[src/rtl/intpol2_pkg.sv]
// Shared encodings for the interpolator output-side capture logic.
package intpol2_pkg;

    typedef enum logic [2:0] {
        ST_IDLE  = 3'd0,
        ST_ARM   = 3'd1,
        ST_RUN   = 3'd2,
        ST_DRAIN = 3'd3,
        ST_DONE  = 3'd4
    } cap_state_e;

    localparam logic MODE_ONESHOT = 1'b0;
    localparam logic MODE_RING    = 1'b1;

endpackage

[src/rtl/capture_addr_gen.sv]
// Capture memory address and per-pass write count, with clear, increment and wrap at len-1.
module capture_addr_gen #(
    parameter int unsigned ADDR_WIDTH = 20
) (
    input  logic                  clk,
    input  logic                  rst,
    input  logic                  clr_i,
    input  logic                  inc_i,
    input  logic [ADDR_WIDTH-1:0] len_i,
    output logic [ADDR_WIDTH-1:0] addr_o,
    output logic [ADDR_WIDTH-1:0] count_o
);

    logic [ADDR_WIDTH-1:0] addr_q, addr_d;
    logic [ADDR_WIDTH-1:0] count_q, count_d;
    logic [ADDR_WIDTH-1:0] last_addr;

    assign last_addr = len_i - 1'b1;

    always_comb begin
        addr_d  = addr_q;
        count_d = count_q;
        if (clr_i) begin
            addr_d  = '0;
            count_d = '0;
        end else if (inc_i) begin
            addr_d  = (addr_q == last_addr) ? '0 : addr_q + 1'b1;
            count_d = count_q + 1'b1;
        end
    end

    always_ff @(posedge clk) begin
        if (rst) begin
            addr_q  <= '0;
            count_q <= '0;
        end else begin
            addr_q  <= addr_d;
            count_q <= count_d;
        end
    end

    assign addr_o  = addr_q;
    assign count_o = count_q;

endmodule

[src/rtl/stream_capture_ctrl.sv]
// Drains NCH lock-stepped show-ahead FIFOs into capture memory, one-shot or as a ring.
module stream_capture_ctrl
    import intpol2_pkg::*;
#(
    parameter int unsigned NCH        = 2,
    parameter int unsigned DATA_WIDTH = 12,
    parameter int unsigned ADDR_WIDTH = 20
) (
    input  logic                      clk,
    input  logic                      rst,
    input  logic                      start_i,
    input  logic                      abort_i,
    input  logic                      nop_i,
    input  logic                      mode_i,
    input  logic [ADDR_WIDTH-1:0]     len_i,
    input  logic [NCH-1:0]            empty_i,
    input  logic [NCH*DATA_WIDTH-1:0] data_i,
    output logic                      Read_Enable_o,
    output logic                      Write_Enable_o,
    output logic [ADDR_WIDTH-1:0]     addr_o,
    output logic [NCH*DATA_WIDTH-1:0] data_o,
    output logic [ADDR_WIDTH-1:0]     count_o,
    output logic                      busy_o,
    output logic                      done_o
);

    cap_state_e                state_q;
    logic [ADDR_WIDTH-1:0]     len_q;
    logic                      mode_q;
    logic [ADDR_WIDTH-1:0]     rd_cnt_q;
    logic [ADDR_WIDTH-1:0]     rd_cnt_nxt;
    logic                      we_q;
    logic [NCH*DATA_WIDTH-1:0] data_q;
    logic                      re;
    logic                      clr;

    assign rd_cnt_nxt = rd_cnt_q + 1'b1;

    // Reads stop the same cycle an abort or reset arrives so no sample is popped and dropped.
    assign re = ~rst & ~abort_i & (state_q == ST_RUN) & ~(|empty_i) & ~nop_i
              & (rd_cnt_q < len_q);

    assign clr = ~abort_i & ((state_q == ST_ARM) |
                             ((state_q == ST_DONE) & (mode_q == MODE_RING)));

    always_ff @(posedge clk) begin
        if (rst) begin
            state_q  <= ST_IDLE;
            len_q    <= '0;
            mode_q   <= MODE_ONESHOT;
            rd_cnt_q <= '0;
            we_q     <= 1'b0;
            data_q   <= '0;
        end else begin
            we_q <= re;
            if (re) begin
                data_q   <= data_i;
                rd_cnt_q <= rd_cnt_nxt;
            end
            if (abort_i) begin
                state_q <= ST_IDLE;
            end else begin
                unique case (state_q)
                    ST_IDLE: begin
                        if (start_i) begin
                            state_q <= ST_ARM;
                            len_q   <= len_i;
                            mode_q  <= mode_i;
                        end
                    end
                    ST_ARM: begin
                        rd_cnt_q <= '0;
                        state_q  <= (len_q == '0) ? ST_DONE : ST_RUN;
                    end
                    ST_RUN: begin
                        if (re && (rd_cnt_nxt == len_q)) state_q <= ST_DRAIN;
                    end
                    ST_DRAIN: state_q <= ST_DONE;
                    ST_DONE: begin
                        if (mode_q == MODE_RING) begin
                            rd_cnt_q <= '0;
                            state_q  <= ST_RUN;
                        end else begin
                            state_q <= ST_IDLE;
                        end
                    end
                    default: state_q <= ST_IDLE;
                endcase
            end
        end
    end

    capture_addr_gen #(
        .ADDR_WIDTH(ADDR_WIDTH)
    ) u_addr_gen (
        .clk    (clk),
        .rst    (rst),
        .clr_i  (clr),
        .inc_i  (we_q),
        .len_i  (len_q),
        .addr_o (addr_o),
        .count_o(count_o)
    );

    assign Read_Enable_o  = re;
    assign Write_Enable_o = we_q;
    assign data_o         = data_q;
    assign done_o         = (state_q == ST_DONE);
    // A ring capture is still busy while it pulses done between passes.
    assign busy_o = (state_q == ST_ARM) | (state_q == ST_RUN) | (state_q == ST_DRAIN) |
                    ((state_q == ST_DONE) & (mode_q == MODE_RING));

endmodule

[config.mk]
export PLATFORM = sky130hd
export DESIGN_NAME = stream_capture_ctrl
export DESIGN_NICKNAME = d
export VERILOG_FILES = /design/src/rtl/intpol2_pkg.sv /design/src/rtl/capture_addr_gen.sv /design/src/rtl/stream_capture_ctrl.sv
export SDC_FILE = /design/constraint.sdc
export NUM_CORES = 1
export LEC_CHECK = 0
export CAP_MARGIN = 5
export CELL_PAD_IN_SITES_DETAIL_PLACEMENT = 0
export CELL_PAD_IN_SITES_GLOBAL_PLACEMENT = 2
export CORE_AREA = 2 2 142 144
export CTS_CLUSTER_SIZE = 25
export DETAILED_ROUTE_END_ITERATION = 7
export DIE_AREA = 0 0 144 146
export PLACE_DENSITY_LB_ADDON = 0.05
export SLEW_MARGIN = 0
export SYNTH_ARGS = -nofsm -noshare
export SYNTH_HDL_FRONTEND = slang
export SYNTH_SLANG_ARGS = --single-unit
export TNS_END_PERCENT = 100
[constraint.sdc]
create_clock -name clk -period 6.6 [get_ports clk]
set_clock_uncertainty 0.1 [all_clocks]
set_input_delay 1.98 -clock clk [delete_from_list [all_inputs] [get_ports clk]]
set_output_delay 1.98 -clock clk [all_outputs]
set_load 0.03 [all_outputs]
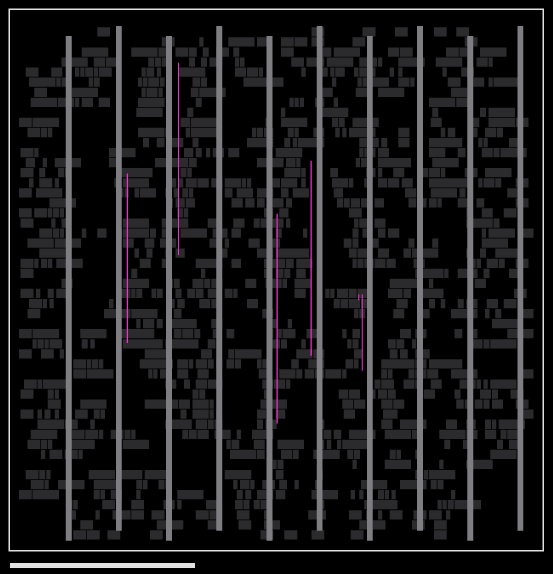
*The metal 4 layer, run 1*
Scale bar: 50 µm. Supply wires on this layer in grey. Cells faint in the background.
The layer holds 1.3% of the routed length. 5 nets have wire on it. The wires run mostly vertical.
count of vias placed by the detailed router: 5615
Total Wirelength: 17300 µm

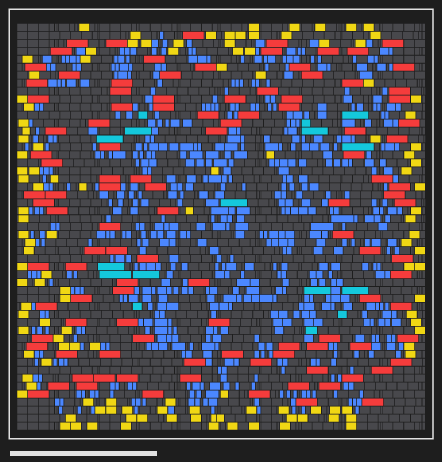
*Placed cells, one colour a class, run 1*
Scale bar: 50 µm. Fill, decap, tap and diode cells in grey.
Key: blue = combinational and other logic [cells 622]; red = flops [cells 109]; yellow = other buffers and delay cells [cells 126]; cyan = clock drivers and dummy loads [cells 16]
total number of placement rows: 51
flop share of the area: 28.0%
final design area excluding fillers: 7790 µm²
Core Box Area: 19300 µm²

==> out/README.md, run 1 <==
| Step | Result | This run |
|---|---|---|
| synthesis | Yosys warnings | 0 |
| job | Max-cap violations | 0 |
| power | Switch share | 26.1% |
| sta | Final period util | 90.5% |
| route | Wire length per cell | 15.2 µm |
| synthesis | Cell area after technology mapping | 6100 µm² |
| clocking | Number of buffers inserted to repair setup after CTS | 0 |
| synthesis | Unique masters post-synth | 53 |
| setup path | Required arrival time at the worst endpoint | 4520 ps |
| synthesis | Number of cells in the yosys synthesis report | 781 |
| setup path | Startpoint of the most critical register-to-register path | len_q[2] |
| final layout | Antenna fix cells | 0 |
| sta | Tightest slew margin relative to the limit | 34.0% |
| global route | GRT Resource Usage Total | 17.0% |
| clocking | Total number of clock tree sinks | 109 |
| setup path | Type of origin of the critical path | input port |
| placed design | Number of buffer cells added on primary ports | 119 |
| synthesis | Synth area leader | dfxtp_1 |
| sta | Unrepaired setup endpoints after global routing | false |
| synthesis | Most used flip-flop cell after synthesis | dfxtp_1 |
| route | Pre-Repair DR Iteration Count | 5 |
| synthesis | Asr flop ratio synth | 0% |
| clocking | Clk Tree Root Cell | clkbuf_16 |
| global route | Wire length of the first global-routing pass | 28600 µm |
| synthesis | Post-synth EDFFs | 0 |
| setup path | Startpoint of the worst setup timing path | abort_i |
| final layout | Count of nets after finishing | 944 |
| global route | Initial antenna violation count | 0 |
| power | Maximum ir drop on the vdd rail | 0.144 mV |
| clocking | Number of buffers inserted for hold repair after clock tree synthesis | 0 |
| clocking | Latest clock arrival within the worst-skew pair | 360 ps |
| power | Combinational power share | 12.2% |
| synthesis | Syn avg cell area | 7.81 µm² |
| job | OpenROAD warnings | 26 |
| final layout | Share of final-layout standard cells stronger than drive strength 1 | 4.35% |
| power | Relative contribution of the clock network to total power | 41.5% |
| floorplan | Die area | 21000 µm² |
| placed design | Final RePlAce weighted congestion | 0.760 |
| clocking | Count of instances resized after the clock tree is built | 0 |
| global route | Pin count of the biggest net entering global routing | 49 |
| power | Portion of total power attributed to sequential cells | 46.3% |
| clocking | CTS tree | done |
| power | Net switching power figure | 0.000384 W |
| synthesis | Sequential element share of the synthesized area | 35.8% |
| global route | Via count of the first global-routing pass | 5568 |
| global route | Final global-route overflow total | 0 |
| setup path | Critical path class | in2out |
| final layout | Footprint of the flip-flops and latches | 2180 µm² |
| clocking | Clock-pin slew of the registers on the worst-case setup and hold paths | 70 ps |
| power | Total power density per cell area | 189 nW/µm² |
| synthesis | Leading cell types by total area after synthesis | dfxtp_1 36%, nand2_1 7.9%, xor2_1 6.9% |
| synthesis | Synthesis-stage register bit count | 109 |
| placed design | HPWL after detailed placement | 12700 µm |
| sta | Transition time at the pin with the least slew margin | 983 ps |
| route | Number of DRC violations after detailed-routing iteration 0 | 291 |
| floorplan | Vert. Die Dim | 146 µm |
| final layout | Combinational gate area | 3600 µm² |
| sta | Worst hold slack | 359 ps |
| outcome | Run status | complete, no violations |
| sta | Upper clock frequency limit | 0.167 GHz |
| final layout | Synthesis-to-layout area growth | 27.7% |
| synthesis | Fraction of synthesized cell area taken by the top area cell type | 35.8% |
| setup path | Category of the worst setup path capture point | primary output |
| setup path | Crit path arrival time | 3890 ps |
| sta | Number of hold-slack violations in the final timing report | 0 |
| final layout | Layout fillers | 2008 |
| synthesis | Chip Area, Yosys | 6100 µm² |
| synthesis | Net count entering floorplan | 857 |
| synthesis | Syn Inst Count | 781 |
| sta | Total negative setup slack | 0 ps |
| clocking | Htree depth | 3 |
| final layout | Most frequently placed logic cell in the final layout | nand2_1 |
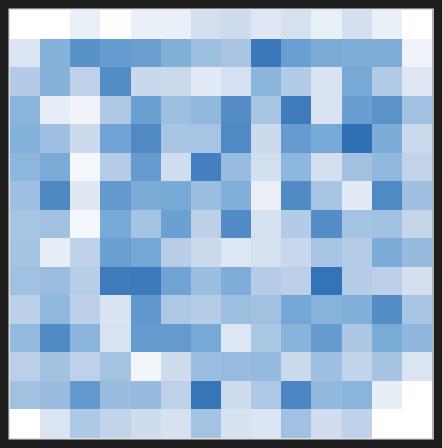
*Placement density heat map, run 1*
14 x 15 tiles, from white (low) to dark blue (high), 0 to 100% covered.
3.8% of the tiles are nearly empty. The mean over all tiles is 36%. The fullest tile reaches 74%.
core occupancy in the finished layout: 40.3%
floorplan core density: 31.6%

run 1: cell usage after synthesis (3+ instances only):
master      n
nand2_1   128
dfxtp_1   109
a21oi_1    68
nor2_1     59
xor2_1     48
xnor2_1    46
clkbuf_1   43
nand3_1    33
inv_1      30
nor3_1     28
ha_1       24
nand4_1    23
o21ai_0    22
nor4_1     13
and3_1     11
or3_1      10
a21o_1      7
or4_1       7
o211ai_1    5
o31ai_1     5
buf_2       4
nand3b_1    4
and2_1      3
buf_6       3
mux2i_1     3
nand2b_1    3
nor2b_1     3
o22ai_1     3
or3b_2      3
run 1: metal layers:
| layer | vias to the layer above | global-route usage (%) | part of all wire, % | routed length, µm |
|---|---|---|---|---|
| li1 | 2858 | - | - | - |
| met1 | 2628 | 22.5 | 48 | 8330 |
| met2 | 115 | 28.2 | 46 | 8000 |
| met3 | 14 | 3.46 | 4.0 | 691 |
| met4 | 0 | 4.07 | 1.3 | 227 |
| met5 | - | 0 | 0 | 0 |
run 1: registers in the layout, summed over array words and instances (netlist names):
name                flops
Write_Enable_o          1
data_o                 24
len_q                  20
mode_q                  1
rd_cnt_q               20
state_q                 3
u_addr_gen.addr_o      20
u_addr_gen.count_o     20
run 1: path summary, 6_finish.rpt:
path                           endpoint  slack [ps]  cells after the start
hold / removal                data_o[3]         360                      2
setup / recovery          Read_Enable_o         630                      8
hold reg to reg               data_o[3]         360                      2
setup reg to reg  u_addr_gen.addr_o[10]        3170                      7
run 1: per-stage QoR:
step | utilization, % | setup WS [ps] | cells | instance area [µm²] | power (W)
global route | 40.3 | 416 | 1138 | 7790 | 0.00154
floorplan | - | 1040 | 781 | 6100 | 0.000807
finish | 40.3 | 629 | 1138 | 7790 | 0.00147
detailed placement | 38.6 | 536 | 1122 | 7460 | 0.000879
CTS | 40.3 | 544 | 1138 | 7790 | 0.00149
global placement | 38.6 | 619 | 1122 | 7460 | 0.000878
run 1: final cells by class:
class	instances	area share, %
Tap cell	265	4.26
Inverter	30	1.45
Clock inverter	7	1.37
Sequential cell	109	28.0
Multi-Input combinational cell	592	46.2
Timing Repair Buffer	126	15.9
Clock buffer	9	2.89
run 1: cell families (layout without fill, tap and decap cells):
| logic type | after synthesis | after routing | synth area share (%) |
|---|---|---|---|
| AND-OR/OR-AND | 131 | 131 | 12.8 |
| XOR/XNOR | 94 | 94 | 13.5 |
| adder cells (fa/ha/maj) | 24 | 24 | 4.92 |
| buffers and inverters | 80 | 172 | 5.37 |
| flip-flops | 109 | 109 | 35.8 |
| multiplexers | 3 | 3 | 0.492 |
| AND/OR/NAND/NOR | 340 | 340 | 27.1 |
run 1: worst max-delay path: stages:
cell and delay (ps):
clkdlybuf4s50_1 490, nor2_1 150, nand3_1 90, nor4_1 290
o221a_2 390, nand2_1 110, inv_1 180, buf_4 200
run 1: power groups by stage:
| stage | clock (W) | sequential [W] | combinational [W] |
|---|---|---|---|
| detailed placement | 0 | 0.000697 | 0.000182 |
| global placement | 0 | 0.000697 | 0.000181 |
| CTS | 0.000630 | 0.000681 | 0.000182 |
| finish | 0.000611 | 0.000681 | 0.000180 |
| floorplan | 0 | 0.000684 | 0.000123 |
| global route | 0.000656 | 0.000683 | 0.000200 |
==> run 2: changes to the inputs <==
Settings changed: CTS_CLUSTER_SIZE 25 to 10.
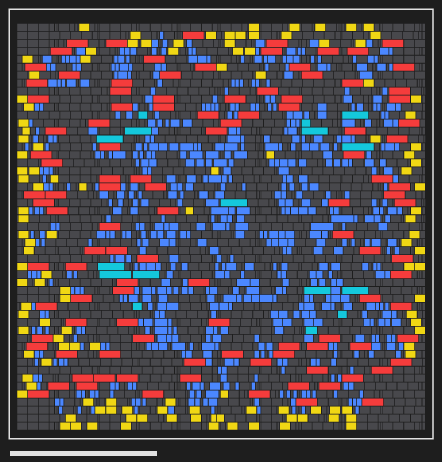
*Placed cells, one colour a class, run 2*
Scale bar: 50 µm. Fill, decap, tap and diode cells in grey.
Key: red = flops [cells 109]; blue = combinational and other logic [cells 622]; yellow = other buffers and delay cells [cells 126]; cyan = clock drivers and dummy loads [cells 16]

==> run 2 against run 1 <==
Clock-buffer cell count stayed put. First-iteration DRC count stayed put. Combinational power hardly changed. Register-to-register slack hardly changed.
==> out/README.md, run 2 <==
| Step | Result | This run | vs previous |
|---|---|---|---|
| setup path | Critical path class | in2out |  |
| clocking | Latest clock arrival within the worst-skew pair | 360 ps | about the same |
| floorplan | Core Box Area | 19300 µm² | unchanged |
| synthesis | Sequential element share of the synthesized area | 35.8% | unchanged |
| setup path | Required arrival time at the worst endpoint | 4520 ps | about the same |
| route | Pre-Repair DR Iteration Count | 5 | unchanged |
| synthesis | Cell area after technology mapping | 6100 µm² | unchanged |
| synthesis | Yosys warnings | 0 | unchanged |
| clocking | Clock-pin slew of the registers on the worst-case setup and hold paths | 70 ps | about the same |
| setup path | Type of origin of the critical path | input port |  |
| power | Overall power consumption | 0.00147 W | unchanged |
| synthesis | Syn Inst Count | 781 | unchanged |
| sta | Upper clock frequency limit | 0.167 GHz | unchanged |
| synthesis | Most used standard cell by instance count after synthesis | nand2_1 |  |
| clocking | Htree depth | 3 | unchanged |
| final layout | Share of final-layout standard cells stronger than drive strength 1 | 4.35% | unchanged |
| power | Maximum ir drop on the vdd rail | 0.144 mV | unchanged |
| floorplan | Die area | 21000 µm² | unchanged |
| sta | Total negative setup slack | 0 ps | unchanged |
| synthesis | Net count entering floorplan | 857 | unchanged |
| route | Count of vias placed by the detailed router | 5615 | unchanged |
| power | Combinational power share | 12.2% | about the same |
| global route | Wire length of the first global-routing pass | 28600 µm | unchanged |
| route | Number of DRC violations after detailed-routing iteration 0 | 291 | unchanged |
| final layout | Synthesis-to-layout area growth | 27.7% | unchanged |
| clocking | Number of buffers inserted to repair setup after CTS | 0 | unchanged |
| route | Total Wirelength | 17300 µm | unchanged |
| global route | Via count of the first global-routing pass | 5568 | unchanged |
| synthesis | Most used flip-flop cell after synthesis | dfxtp_1 |  |
| outcome | Run status | complete, no violations |  |
| power | Switch share | 26.1% | unchanged |
| sta | Number of hold-slack violations in the final timing report | 0 | unchanged |
| synthesis | Leading cell types by total area after synthesis | dfxtp_1 36%, nand2_1 7.9%, xor2_1 6.9% |  |
| synthesis | Synth area leader | dfxtp_1 |  |
| synthesis | Synth top cells by count | 128 x nand2_1, 109 x dfxtp_1, 68 x a21oi_1 |  |
| placed design | Final RePlAce weighted congestion | 0.760 | unchanged |
| job | Max-cap violations | 0 | unchanged |
| power | Net switching power figure | 0.000384 W | unchanged |
| sta | Unrepaired setup endpoints after global routing | false |  |
| clocking | Number of buffers inserted for hold repair after clock tree synthesis | 0 | unchanged |
| final layout | Max reg flops | 24 | unchanged |
| floorplan | Vert. Die Dim | 146 µm | unchanged |
| power | Total power density per cell area | 189 nW/µm² | unchanged |
| final layout | Footprint of the flip-flops and latches | 2180 µm² | unchanged |
| final layout | Core occupancy in the finished layout | 40.3% | unchanged |
| synthesis | Number of cells in the yosys synthesis report | 781 | unchanged |
| synthesis | Syn avg cell area | 7.81 µm² | unchanged |
| synthesis | Synthesis-stage register bit count | 109 | unchanged |
| route | Wire length per cell | 15.2 µm | unchanged |
| final layout | Antenna fix cells | 0 | unchanged |
| placed design | HPWL after detailed placement | 12700 µm | unchanged |
| placed design | Number of buffer cells added on primary ports | 119 | unchanged |
| synthesis | Chip Area, Yosys | 6100 µm² | unchanged |
| final layout | Combinational gate area | 3600 µm² | unchanged |
| global route | Pin count of the biggest net entering global routing | 49 | unchanged |
| global route | Initial antenna violation count | 0 | unchanged |
| power | Portion of total power attributed to sequential cells | 46.3% | about the same |
| final layout | Count of nets after finishing | 944 | unchanged |
| global route | GRT Resource Usage Total | 17.0% | unchanged |
| clocking | CTS tree | done |  |
| setup path | Crit path arrival time | 3890 ps | about the same |
| clocking | Count of instances resized after the clock tree is built | 0 | unchanged |
| sta | Tightest slew margin relative to the limit | 34.0% | unchanged |
| job | OpenROAD warnings | 26 | unchanged |
| final layout | Most frequently placed logic cell in the final layout | nand2_1 |  |
| floorplan | Total number of placement rows | 51 | unchanged |
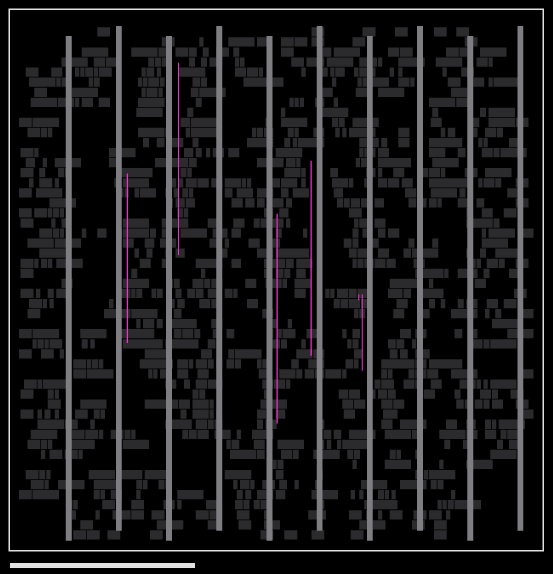
*The metal 4 layer, run 2*
Scale bar: 50 µm. Supply wires on this layer in grey. Cells faint in the background.
The wires run mostly vertical. 5 nets have wire on it.

## run 2: cell counts after synthesis
No cell type changed its count.
## run 2: worst paths after layout
kind / startpoint / cells past startpoint / slack, ps / to
max: abort_i / 8 / 630 / Read_Enable_o
min: data_o[3] / 2 / 360 / data_o[3]
max reg2reg: len_q[2] / 7 / 3170 / u_addr_gen.addr_o[10]
min reg2reg: data_o[3] / 2 / 360 / data_o[3]
## run 2: routing by layer
layer / part of all wire [%] / vias up / track usage, %
met5: 0 / - / 0
met2: 46 / 115 / 28.2
met3: 4.0 / 14 / 3.46
li1: - / 2858 / -
met1: 48 / 2628 / 22.5
met4: 1.3 / 0 / 4.07
## run 2: through the flow
stage          instances  hold WS (ps)  area (µm²)  setup WS (ps)
6_report            1138           359        7790            629
5_1_grt             1138           380        7790            416
4_1_cts             1138           363        7790            544
3_5_place_dp        1122           349        7460            536
3_3_place_gp        1122           341        7460            619
2_1_floorplan        781           350        6100           1040
## run 2: kinds of logic after synthesis
| kind of cell | Yosys count | share of synthesized area (%) |
|---|---|---|
| compound gates | 131 | 12.8 |
| fa+ha+maj | 24 | 4.92 |
| flops | 109 | 35.8 |
| simple gates | 340 | 27.1 |
| mux | 3 | 0.492 |
| buf+inv | 80 | 5.37 |
| xor+xnor | 94 | 13.5 |
## run 2: cell type report
type | instances | area share [%]
well taps | 265 | 4.26
clock buffers | 9 | 2.89
repair buffers | 126 | 15.9
inverters | 30 | 1.45
flip-flops and latches | 109 | 28.0
multi-input cells | 592 | 46.2
clock inverters | 7 | 1.37
## run 2: critical path, cell delays in order
cell	delay (ps)
clkdlybuf4s50_1	490
nor2_1	150
nand3_1	90
nor4_1	290
o221a_2	390
nand2_1	110
inv_1	180
buf_4	200
## run 2: power by group through the flow
stage	clock, W	combinational (W)	sequential (W)
detailed placement	0	0.000182	0.000697
CTS	0.000630	0.000182	0.000681
global placement	0	0.000181	0.000697
floorplan	0	0.000123	0.000684
finish	0.000611	0.000180	0.000681
global route	0.000656	0.000200	0.000683
### Congestion heat map, run 2

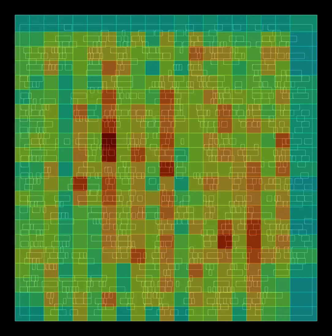

==> run 3: changes to the inputs <==
Settings changed: SLEW_MARGIN 0 to 25.
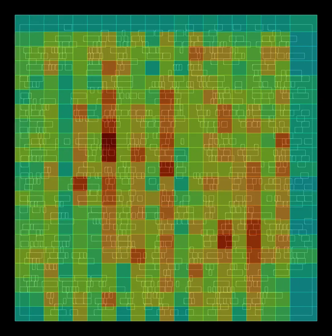
*Congestion heat map, run 3*
highest-utilization routing layer at the global route stage: met2
met1 Usage GRT: 22.5%

==> run 3 against run 2 <==
Clock-buffer cell count stayed put. Global-route usage stayed put. Largest cell class unchanged. Critical path type unchanged. Highest routed layer unchanged. Cell area is 0.14% higher.
==> out/README.md, run 3 <==
| Step | Result | This run | vs previous |
|---|---|---|---|
| outcome | Run status | complete, no violations |  |
| final layout | Max reg flops | 24 | unchanged |
| route | Count of vias placed by the detailed router | 5600 | -0.27% |
| setup path | CP endpoint | Read_Enable_o |  |
| synthesis | Syn avg cell area | 7.81 µm² | unchanged |
| global route | Pin count of the biggest net entering global routing | 49 | unchanged |
| clocking | Number of buffers inserted to repair setup after CTS | 0 | unchanged |
| floorplan | Die area | 21000 µm² | unchanged |
| route | Wire length per cell | 15.1 µm | -0.16% |
| clocking | Htree depth | 3 | unchanged |
| sta | Upper clock frequency limit | 0.167 GHz | about the same |
| synthesis | Mux cell area share | 0.492% | unchanged |
| setup path | Crit path arrival time | 3900 ps | about the same |
| synthesis | Adder-cell share of the synthesized area | 4.92% | unchanged |
| setup path | FF-to-FF setup slack | 3330 ps | +160 ps |
| synthesis | Leading cell types by total area after synthesis | dfxtp_1 36%, nand2_1 7.9%, xor2_1 6.9% |  |
| clocking | Number of buffers inserted for hold repair after clock tree synthesis | 0 | unchanged |
| placed design | Placement Setup Slack | 536 ps | unchanged |
| power | Overall power consumption | 0.00147 W | about the same |
| final layout | Share of final-layout standard cells stronger than drive strength 1 | 4.46% | +0.11 points |
| setup path | Required arrival time at the worst endpoint | 4520 ps | about the same |
| synthesis | Synth area leader | dfxtp_1 |  |
| synthesis | Most used standard cell by instance count after synthesis | nand2_1 |  |
| route | Number of DRC violations after detailed-routing iteration 0 | 318 | +9.3% |
| clocking | Latest clock arrival within the worst-skew pair | 360 ps | about the same |
| placed design | HPWL after detailed placement | 12700 µm | unchanged |
| synthesis | Sequential element share of the synthesized area | 35.8% | unchanged |
| clocking | Clock-pin slew of the registers on the worst-case setup and hold paths | 70 ps | about the same |
| global route | Via count of the first global-routing pass | 5568 | unchanged |
| route | Total Wirelength | 17200 µm | about the same |
| synthesis | Yosys warnings | 0 | unchanged |
| final layout | Antenna fix cells | 0 | unchanged |
| placed design | Number of buffer cells added on primary ports | 119 | unchanged |
| job | Max-cap violations | 0 | unchanged |
| setup path | Worst flop-to-flop path endpoint | u_addr_gen.addr_o[15] |  |
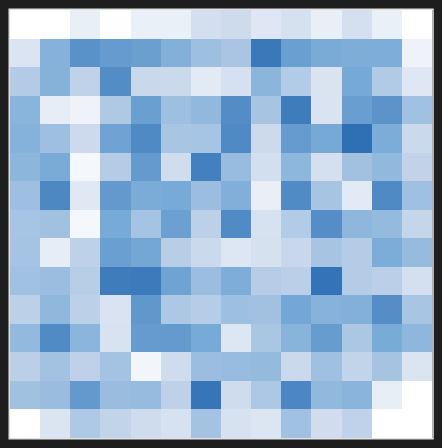
*Placement density heat map, run 3*
14 x 15 tiles, from white (low) to dark blue (high), 0 to 100% covered.
3.8% of the tiles are nearly empty. The mean over all tiles is 36%. The fullest tile reaches 74%.
core occupancy in the finished layout: 40.4%

-- run 3: cell families after synthesis --
logic type	count (synthesis)
adders and majority gates	24
DFF	109
muxes	3
and+or+nand+nor	340
AOI/OAI and AO/OA	131
buffers and inverters	80
xor gates and xnor gates	94
-- run 3: routing by layer --
layer  global-route usage [%]  vias up  routed length, µm
met5                        0        -                  0
met4                     4.07        0                225
met3                     3.46       12                726
met2                     28.2      116               8020
met1                     22.5     2612               8270
li1                         -     2860                  -
-- run 3: worst min path at each step --
stage / from / endpoint / slack (ps) / cells after the start
2_1_floorplan: mode_q / mode_q / 350 / 2
3_3_place_gp: data_o[6] / data_o[6] / 340 / 2
3_5_place_dp: data_o[13] / data_o[13] / 350 / 2
4_1_cts: data_o[1] / data_o[1] / 360 / 2
5_1_grt: data_o[22] / data_o[22] / 380 / 2
6_report: data_o[3] / data_o[3] / 360 / 2
-- run 3: report_power, final --
group	switching, W	internal, W	total [W]
Sequential	0.0000172	0.000664	0.000681
Combinational	0.0000945	0.0000848	0.000179
Clock	0.000273	0.000339	0.000612
Total	0.000384	0.00109	0.00147
-- run 3: cell type report --
class                      count  area, µm²
sequential                   109       2180
clock inverter                 7        106
fill                        2009      11500
tap                          265        332
clock buffer                   9        225
multi-input combinational    592       3600
timing repair buffer         127       1250
inverter                      30        113
-- run 3: critical path, cell delays in order --
cell,delay [ps]
clkdlybuf4s50_1,490
nor2_1,150
nand3_1,90
nor4_1,290
o221a_2,390
nand2_1,110
inv_1,180
buf_4,200
-- run 3: stage by stage --
step	hold WS (ps)	util (%)	instances	area, µm²
finish	359	40.4	1139	7800
global route	380	40.4	1139	7800
global placement	341	38.6	1122	7460
CTS	363	40.3	1138	7790
detailed placement	349	38.6	1122	7460
floorplan	350	-	781	6100
Power figures rest on the tool's default switching activity, not on a simulated workload.
